==> src/rtl/cam_capture.sv <==
// Camera-to-framebuffer capture: assembles RGB565 pixels from a byte stream and writes them linearly.
// Optional CAM_CAPTURE_FRAME_SKIP_EN: write only every other frame (first frame after reset skipped).
module cam_capture #(
    parameter int IMG_W = 320,
    parameter int IMG_H = 240
) (
    input  logic        PCLK,
    input  logic        RST,
    input  logic        vsync,
    input  logic        href,
    input  logic [7:0]  din,
    output logic [16:0] pixel_address,
    output logic [15:0] pixel_data,
    output logic        we,
    output logic        frame_done,
    output logic        frame_ok
);

    localparam logic [16:0] FRAME_SZ = 17'(IMG_W * IMG_H);

    typedef enum logic [1:0] {WAIT_VS, VS, HI, LO} state_t;

    state_t      state_q;
    logic        vsync_r, href_r;
    logic [7:0]  din_r;
    logic [7:0]  hi_q;
    logic [16:0] wr_addr_q;
    logic        ovf_q;
    logic        cap_en;

`ifdef CAM_CAPTURE_FRAME_SKIP_EN
    logic toggle_q, cap_en_q;
    assign cap_en = cap_en_q;
`else
    assign cap_en = 1'b1;
`endif

    always_ff @(posedge PCLK or posedge RST) begin
        if (RST) begin
            state_q       <= WAIT_VS;
            vsync_r       <= 1'b0;
            href_r        <= 1'b0;
            din_r         <= 8'd0;
            hi_q          <= 8'd0;
            wr_addr_q     <= 17'd0;
            ovf_q         <= 1'b0;
            pixel_address <= 17'd0;
            pixel_data    <= 16'd0;
            we            <= 1'b0;
            frame_done    <= 1'b0;
            frame_ok      <= 1'b0;
`ifdef CAM_CAPTURE_FRAME_SKIP_EN
            toggle_q      <= 1'b0;
            cap_en_q      <= 1'b0;
`endif
        end else begin
            vsync_r    <= vsync;
            href_r     <= href;
            din_r      <= din;
            we         <= 1'b0;
            frame_done <= 1'b0;
            frame_ok   <= 1'b0;
            case (state_q)
                WAIT_VS: if (vsync_r) state_q <= VS;
                VS: begin
                    if (!vsync_r) begin
                        wr_addr_q <= 17'd0;
                        ovf_q     <= 1'b0;
                        state_q   <= HI;
`ifdef CAM_CAPTURE_FRAME_SKIP_EN
                        // The frame starting now uses the pre-toggle value, so frame 1 is skipped
                        cap_en_q  <= toggle_q;
                        toggle_q  <= ~toggle_q;
`endif
                    end
                end
                HI: begin
                    if (vsync_r) begin
                        frame_done <= 1'b1;
                        frame_ok   <= (wr_addr_q == FRAME_SZ) && !ovf_q;
                        state_q    <= VS;
                    end else if (href_r) begin
                        hi_q    <= din_r;
                        state_q <= LO;
                    end
                end
                LO: begin
                    // End of frame wins over a pixel completing in the same cycle
                    if (vsync_r) begin
                        frame_done <= 1'b1;
                        frame_ok   <= (wr_addr_q == FRAME_SZ) && !ovf_q;
                        state_q    <= VS;
                    end else begin
                        state_q <= HI;
                        if (href_r) begin
                            if (wr_addr_q == FRAME_SZ) begin
                                ovf_q <= 1'b1;
                            end else begin
                                wr_addr_q <= wr_addr_q + 17'd1;
                                if (cap_en) begin
                                    we            <= 1'b1;
                                    pixel_address <= wr_addr_q;
                                    pixel_data    <= {hi_q, din_r};
                                end
                            end
                        end
                    end
                end
                default: state_q <= WAIT_VS;
            endcase
        end
    end

endmodule

==> config.mk <==
export PLATFORM = sky130hd
export DESIGN_NAME = cam_capture
export DESIGN_NICKNAME = d
export VERILOG_FILES = /design/src/rtl/cam_capture.sv
export SDC_FILE = /design/constraint.sdc
export NUM_CORES = 1
export LEC_CHECK = 0
export CAP_MARGIN = 20
export CORE_MARGIN = 3
export CORE_UTILIZATION = 38
export CTS_CLUSTER_SIZE = 12
export DETAILED_ROUTE_END_ITERATION = 12
export GPL_TIMING_DRIVEN = 0
export HOLD_SLACK_MARGIN = 0.12
export PLACE_DENSITY_LB_ADDON = 0.2
export REMOVE_ABC_BUFFERS = 1
export SKIP_CTS_REPAIR_TIMING = 1
export SLEW_MARGIN = 10
export SYNTH_ARGS = -nofsm -noshare
export SYNTH_HDL_FRONTEND = slang
export SYNTH_SLANG_ARGS = --single-unit
export TNS_END_PERCENT = 30
==> constraint.sdc <==
create_clock -name PCLK -period 2.4 [get_ports PCLK]
set_clock_uncertainty 0.2 [all_clocks]
set_input_delay 0.6 -clock PCLK [delete_from_list [all_inputs] [get_ports PCLK]]
set_output_delay 0.6 -clock PCLK [all_outputs]
set_load 0.005 [all_outputs]
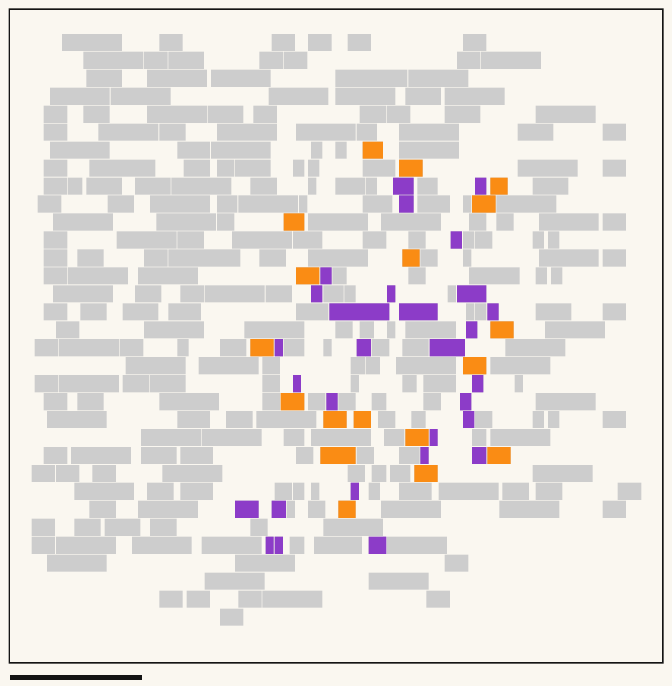
Fig. 1. Gate-type map.
Scale bar: 20 um.
non-inverting ao/oa cells: marked orange, cells 18, most used a221o_1. nor cells: marked purple, cells 29, most used nor3_1.
Layout Cells excl Fill: 404
Comb/total area: 31.9%
most frequent logic cell in the layout: dfrtp_1

==> flow_summary.json <==
{
  "fin_tns_setup_ns": 0,
  "dieWidth_um": 98.8,
  "netlist_instances": 241,
  "yosysWarnings": 0,
  "drt-total-wl_um": 6510,
  "drive_gt1_share_pct": 25.4,
  "finalSetupViolations": 0,
  "root_buffer": "clkbuf_8",
  "edf_count": 0,
  "regArea_mm2": 0.00185,
  "htree_levels": 3,
  "drt_iter0_drc": 113,
  "cts.reportedPaths.clkPinSlew_ns": 0.08,
  "power.total_mw": 3.00,
  "setup_ws_ns": 0.158,
  "tritoncts": "done",
  "finalNetCount": 308,
  "routed_via_density": 5.40,
  "gp_congestion": 0.834,
  "clkSinkCount": 74,
  "finalMaxSlewViolations": 0,
  "grtUsageMet2_pct": 20.6,
  "drc": 0,
  "antenna_left": 0,
  "grtUsageMet1_pct": 20.0,
  "grt_pass1_vias": 2086,
  "yosys_area_mm2": 0.00327,
  "ioPinCount": 48,
  "clockBufferDepth": 2,
  "use_met3_pct": 3.47,
  "warnings": 26,
  "worst_slew_pin_slew_ns": 0.691,
  "area_growth_pct": 25.5,
  "topCellsByArea": "dfrtp_1 57%, mux2_2 7.6%, mux2_4 6.9%, a221o_1 3.4%, buf_6 2.1%",
  "min_from": "ovf_q",
  "ys.flops": 74,
  "diodes": 0,
  "rsz0062_at_grt": "false",
  "clock.latency.late_pin_ns": 0.34,
  "cts_buffers": 9,
  "final_design_area_no_fill_mm2": 0.00410,
  "fillerInstances": 759,
  "die_h_um": 98.8,
  "r2r-start": "wr_addr_q[0]",
  "startpoint_type": "register",
  "dr.pass1.iters": 4,
  "hold_path.class": "reg2reg",
  "yosysUniqueCellTypes": 49,
  "cp_cell_sequence": "ha_1 > nand3_2 > or4_1 > and4_1 > a221o_1",
  "hpwl_um": 4150,
  "timing.hold.ws_ns": 0.234,
  "yosys_most_used_dff": "dfrtp_1",
  "critPathRequiredTime_ns": 2.43,
  "grt_usage_pct": 14.1,
  "ys_cells": 241,
  "grt_max_degree": 46,
  "status": "completed",
  "maxSlewHeadroom_pct": 53.7,
  "slowest_delay_ns": 0.60,
  "yosysTopAreaCell": "dfrtp_1",
  "critical_path_buf_inv_count": 0,
  "fin_crit_sh_pct": 93.4,
  "m1WireLength_um": 3120,
  "rows": 33,
  "ys_async_sr_fraction_pct": 100,
  "port-buffer-count": 47,
  "power_density_mw_per_mm2": 730,
  "avgSynthCellArea_um2": 13.6,
  "clock.fmax_mhz": 446,
  "dp_slack_ns": -0.332,
  "yosysMostFrequentCell": "dfrtp_1",
  "vdd_ir_drop_max_uv": 385,
  "critPathLaunch": "wr_addr_q[0]",
  "slowest_stage": "or4_1",
  "grt-ovfl-total": 0,
  "grt_busiest_layer": "met2",
  "grt_pass1_wl_um": 10900,
  "worst_setup_path_end_kind": "register",
  "p_leak_nw": 1.75,
  "dpl_cell_area_mm2": 0.00378,
  "wl_met2_um": 2940,
  "vias": 2182,
  "rrSetupSlack_ns": 0.16,
  "route.met3.wl_um": 303,
  "critPathMaxFanout": 9,
  "die_area_mm2": 0.00975,
  "path_class": "reg2reg",
  "top_cell_area_share_pct": 56.6,
  "hold_viol": 0,
  "area.combinational_mm2": 0.00131,
  "top_layer": "met4",
  "dp.cells": 381,
  "path_delay_family": "simple AND/OR/NAND/NOR gates",
  "netlist_area_mm2": 0.00327,
  "wire_per_inst_um": 16.1,
  "antenna_found_initial": 0,
  "postSynthSeqShare_pct": 56.6,
  "cp_data_arrival_time_ns": 2.27,
  "period_minus_slack_ns": 2.24,
  "synth.top_cells.by_count": "74 x dfrtp_1, 22 x mux2_2, 15 x mux2_4, 12 x o21ai_0, 11 x a221o_1",
  "maxCapViolations": 0
}
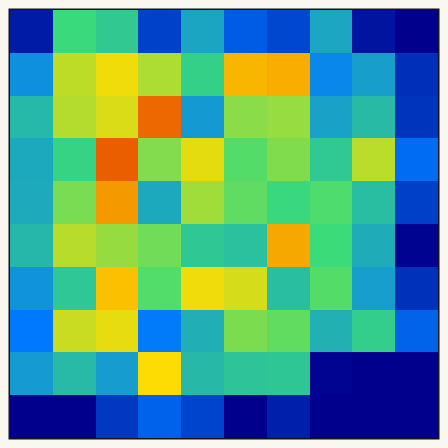
Fig. 2. Cell density map.
10 x 10 tiles, from dark blue (low) to red (high), 0 to 100% covered.
The fullest tile reaches 89%. The mean over all tiles is 41%. 11% of the tiles are nearly empty. The emptiest ninth of the die: lower right. 7.0% of the tiles are over 75% full.
Core Util, Final: 49.4%
fp util: 39.4%
CORE AREA: 0.00830 mm2

layout by cell type, fill, tap and decap left out, drive strengths merged, types with 2 or more instances in the layout:
cell type,synthesis,final
nor2,8,8
o31ai,2,2
clkinv,0,3
a221o,11,11
or4,8,8
o21ai,12,12
a211oi,2,2
bufinv,0,2
nand4,9,9
o21a,3,3
nand2,8,8
ha,2,2
nor4bb,2,2
nor2b,2,2
buf,12,8
clkbuf,1,10
dfrtp,74,74
inv,7,7
nor4,3,3
nor3,11,11
a22o,2,2
a21o,2,2
and4,5,5
and2,2,2
nor4b,2,2
clkdlybuf4s50,0,47
nand3,5,5
mux2,37,37
report_power, final:
part,switching (mW),internal [mW],total [mW]
Combinational,0.133,0.311,0.444
Clock,0.467,0.615,1.08
Sequential,0.0840,1.39,1.47
Total,0.684,2.31,3.00
layout make-up:
cell class,count,area share [%]
Sequential cell,74,45.1
Multi-Input combinational cell,147,31.9
Timing Repair Buffer,55,13.4
Clock buffer,10,3.35
Tap cell,105,3.20
Clock inverter,6,2.20
Inverter,7,0.823
cells by family after synthesis:
group           share of synthesized area, %
compound gates                          8.57
simple gates                            14.7
xor+xnor                               0.268
fa+ha+maj                              0.765
buf+inv                                 4.59
mux                                     14.5
flops                                   56.6
sequential cells by signal (all words and copies together) (netlist names):
signal / cells
href_r: 1
din_r: 8
wr_addr_q: 17
vsync_r: 1
hi_q: 8
ovf_q: 1
pixel_address: 17
frame_done: 1
frame_ok: 1
state_q: 2
we: 1
pixel_data: 16
path summary, 6_finish.rpt:
| kind | to | depth (start not counted) |
|---|---|---|
| worst max-delay path | wr_addr_q[16] | 5 |
| worst min-delay path | frame_ok | 1 |
| worst max register to register | wr_addr_q[16] | 5 |
| worst min register to register | frame_ok | 1 |
| max in group asynchronous | wr_addr_q[14] | 3 |
| min in group asynchronous | din_r[5] | 2 |
